Fig. 1: logic cells by family
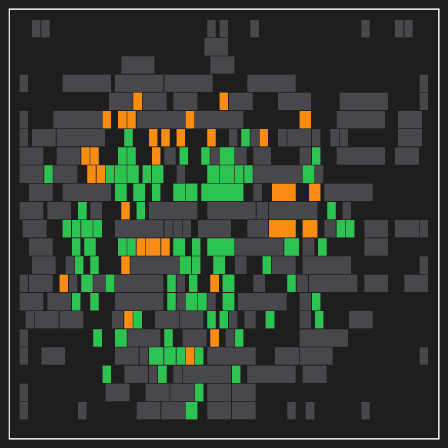
Fig. 2: wiring by layer
Bar = 20 um. Only two layers are drawn.
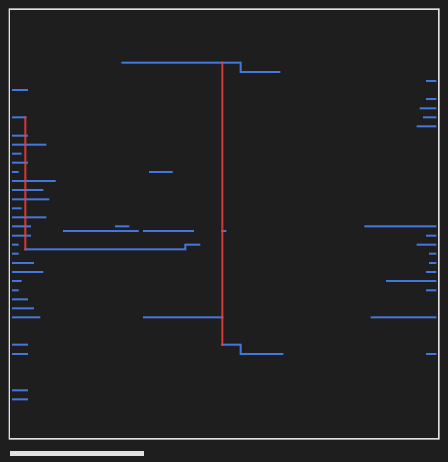
Fig. 3: routing congestion map
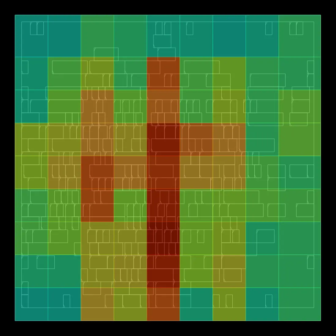
Fig. 4: placed cells, one color a class
Bar = 20 um.
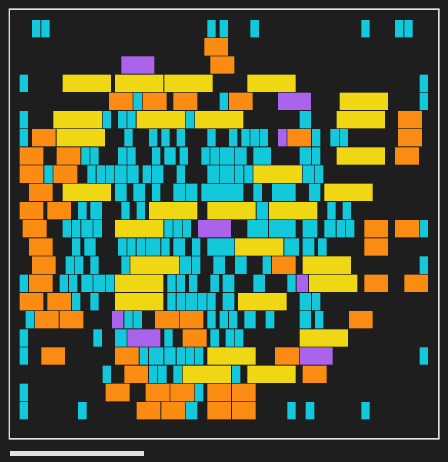
Fig. 5: register map, names as in the netlist
Bar = 20 um.
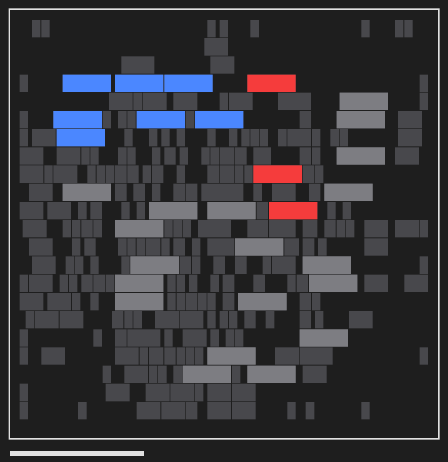
==> config.mk <==
export PLATFORM = sky130hd
export DESIGN_NAME = pio_irq_servicer
export DESIGN_NICKNAME = d
export VERILOG_FILES = /design/src/rtl/pio_irq_servicer.sv
export SDC_FILE = /design/constraint.sdc
export NUM_CORES = 1
export LEC_CHECK = 0
export ABC_AREA = 1
export CORE_UTILIZATION = 38
export DETAILED_ROUTE_END_ITERATION = 10
export PLACE_DENSITY = 0.95
export SYNTH_ARGS = -nofsm -noshare
export SYNTH_HDL_FRONTEND = slang
export SYNTH_SLANG_ARGS = --single-unit
export TNS_END_PERCENT = 100
==> constraint.sdc <==
create_clock -name clk -period 3.7 [get_ports clk]
set_input_delay 0.555 -clock clk [delete_from_list [all_inputs] [get_ports clk]]
set_output_delay 0.555 -clock clk [all_outputs]
set_load 0.005 [all_outputs]
==> ci_impl_report.md <==
### Yosys + OpenROAD results

| Metric | Value |
|---|---|
| Status | completed |
| CTS-repair resized insts | 0 |
| Dpl cell area | 1900 um^2 |
| Layout area overhead | 35.9% |
| Worst EP required | 3.88 ns |
| Pwr per Cell Area | 356 nW/um^2 |
| Initial antenna violation count | 0 |
| Max_cap viols | 0 |
| Adder Share, Synth | 0 |
| Post-CTS Hold Buffers | 0 |
| First-pass GRT wire length | 5.49 mm |
| Clock skew | 0.00575 ns |
| Clk Latency, worst-skew pair | 0.28 ns |
| Num Clock Sinks | 29 |
| Number of enable flip-flop cells | 0 |
| Vias post-DR | 1399 |
| IO Port Bufs | 50 |
| Post-synthesis async set-or-reset flop share | 0 |
| Crit. path cell count | 4 |
| Reg-to-reg slack, setup | 2.13 ns |
| Distinct lib cells | 25 |
| TritonCTS clock tree | done |
| Slew margin rel. | 0.533 |
| Total CTS buffers | 5 |
| DR vias/cell | 4.51 |
| XORs/XNORs by Area | 0 |
| Chip height | 64.0 um |
| Post-layout instance area | 1980 um^2 |
| Dpl hpwl | 2.59 mm |
| Startpoint class of the critical path | input pin |
| Main flop type | dfxtp_1 |
| Post-synth regs | 29 |
| Final nets | 312 |
| Combinational Power Share | 0.169 |
| Final Max Slew Viols | 0 |
| CTS HTree Levels | 2 |
| FP Util | 0.399 |
| Lkg Pwr | 0.965 nW |
| # placed instances | 302 |
| Number of global-route vias before repair | 1291 |
| Clock root cell | clkbuf_8 |
| Log Warnings | 51 |
| Post-CTS Setup Repair Bufs | 0 |
| Syn. warnings | 0 |
| MUX area fraction | 0 |
| Most frequent cells in the layout | nand2_1, clkdlybuf4s50_1, dfxtp_1 |
| TNS Setup | 0 ns |
| Total global routing overflow | 0 |
| Pint | 0.000524 W |
| Final hold violations | 0 |
| Worst path top cell family by delay | buffers and inverters |
| Worst-path maximum fanout | 19 |
| Worst slack at placement | 1.42 ns |
| Final min period | 1.96 ns |
| Synth Area in Compound Gates | 0.0557 |
| Max Fclk | 0.511 GHz |
| Clock-pin slew on the worst setup and hold paths | 0.06 ns |
| Syn Inst Count | 209 |
| Synth Seq Share | 0.398 |
| WHS | 0.463 ns |
| Yosys Instances | 209 |
| Register share of total power | 0.480 |
| CP peak stage delay | 0.92 ns |
| Arr. time, crit path | 2.14 ns |
| Max Root-Sink Buffers | 2 |
| GP Congestion | 0.883 |
| Setup WS post-layout | 1.74 ns |
| Min-Delay Path Class | reg2reg |
| Switching power share of the total | 0.259 |
| CP Capture Type | register |
| Fraction of layout cells with a size suffix above 1 | 0.0611 |
| Yosys simple share | 0.339 |
| CP Cell Sequence | clkdlybuf4s50_1 -> clkinv_1 -> nand2_1 -> nor2_1 |
| DRC viols | 0 |
| Worst Tran Pin Value | 0.698 ns |
| Maximum VDD drop | 197 uV |
About Fig. 1:
[green] nand cells | cells: 80
[orange] nor cells | cells: 31
most frequent logic cell in the layout: nand2_1
Layout Cells excl Fill: 310
Comb area share: 0.340

About Fig. 2:
[red] M4 | wire length: 61.9 um
[blue] M3 | wire length: 212 um
Global Route Usage Sum: 0.177
DR WL/cell: 10.6 um

About Fig. 3:
met1 Use GR: 0.191
busiest layer in global routing: met2
GR met2 Demand/Resource: 0.309

About Fig. 4:
[cyan] remaining logic cells | cells: 175 | share of their area: 40%
[yellow] registers | cells: 29 | share of their area: 30%
[orange] remaining buffers and delay cells | cells: 50 | share of their area: 26%
[purple] clock drivers and dummy loads | cells: 8 | share of their area: 4.3%
FP Rows: 22
sequential cell area share: 0.293
Core Area: 3660 um^2

About Fig. 5:
[red] `state` | sequential cells: 3
[blue] `avm_writedata` | sequential cells: 7
P_seq: 0.000339 W
final core occ: 0.542
register area: 581 um^2

==> area by class of cell <==
| type | count | area (um^2) |
|---|---|---|
| fill | 341 | 1680 |
| multi-input combinational | 152 | 674 |
| sequential | 29 | 581 |
| timing repair buffer | 50 | 500 |
| inverter | 23 | 86.3 |
| clock buffer | 6 | 72.6 |
| tap | 48 | 60.1 |
| clock inverter | 2 | 10.0 |
==> Yosys cell counts (all sizes together) (2+ instances only) <==
cell,n,area share
nand3,22,0.084
inv,22,0.057
nand2,56,0.15
nand4,2,0.0086
nor2,27,0.076
a21oi,12,0.041
nor3,3,0.014
dfxtp,29,0.40
buf,29,0.14
==> cells by family (layout without fill, tap and decap cells) <==
logic type             count (synthesis)  in the layout
flip-flops                            29             29
AND-OR/OR-AND                         15             15
other                                  1             26
buffers and inverters                 53             81
AND/OR/NAND/NOR                      111            111
==> worst register-to-register path, cell delays in order (launching register included) <==
cell and delay [ns]:
dfxtp_1 0.33, nand2_1 0.11, nand2_1 0.06, nor2_1 0.10, nand2_1 0.20, nand2_4 0.21, nand3_4 0.15, nand2_2 0.10
inv_2 0.07, nor2_1 0.09, nor2_1 0.05
==> power groups by stage <==
stage / Clock [W] / Combinational, W / Sequential, W
final: 0.000248 / 0.000119 / 0.000339
after global routing: 0.000270 / 0.000132 / 0.000341
after CTS: 0.000253 / 0.000120 / 0.000339
after detailed placement: 0 / 0.000119 / 0.000346
after global placement: 0 / 0.000117 / 0.000346
after floorplan: 0 / 0.0000709 / 0.000346
==> layer usage <==
layer	GRT usage	vias up	share of wire
met3	0.0625	6	0.065
met2	0.309	56	0.49
met4	0.0767	0	0.019
met1	0.191	630	0.43
li1	-	707	-
met5	0	-	0
Power is estimated from default activity; no workload was simulated.
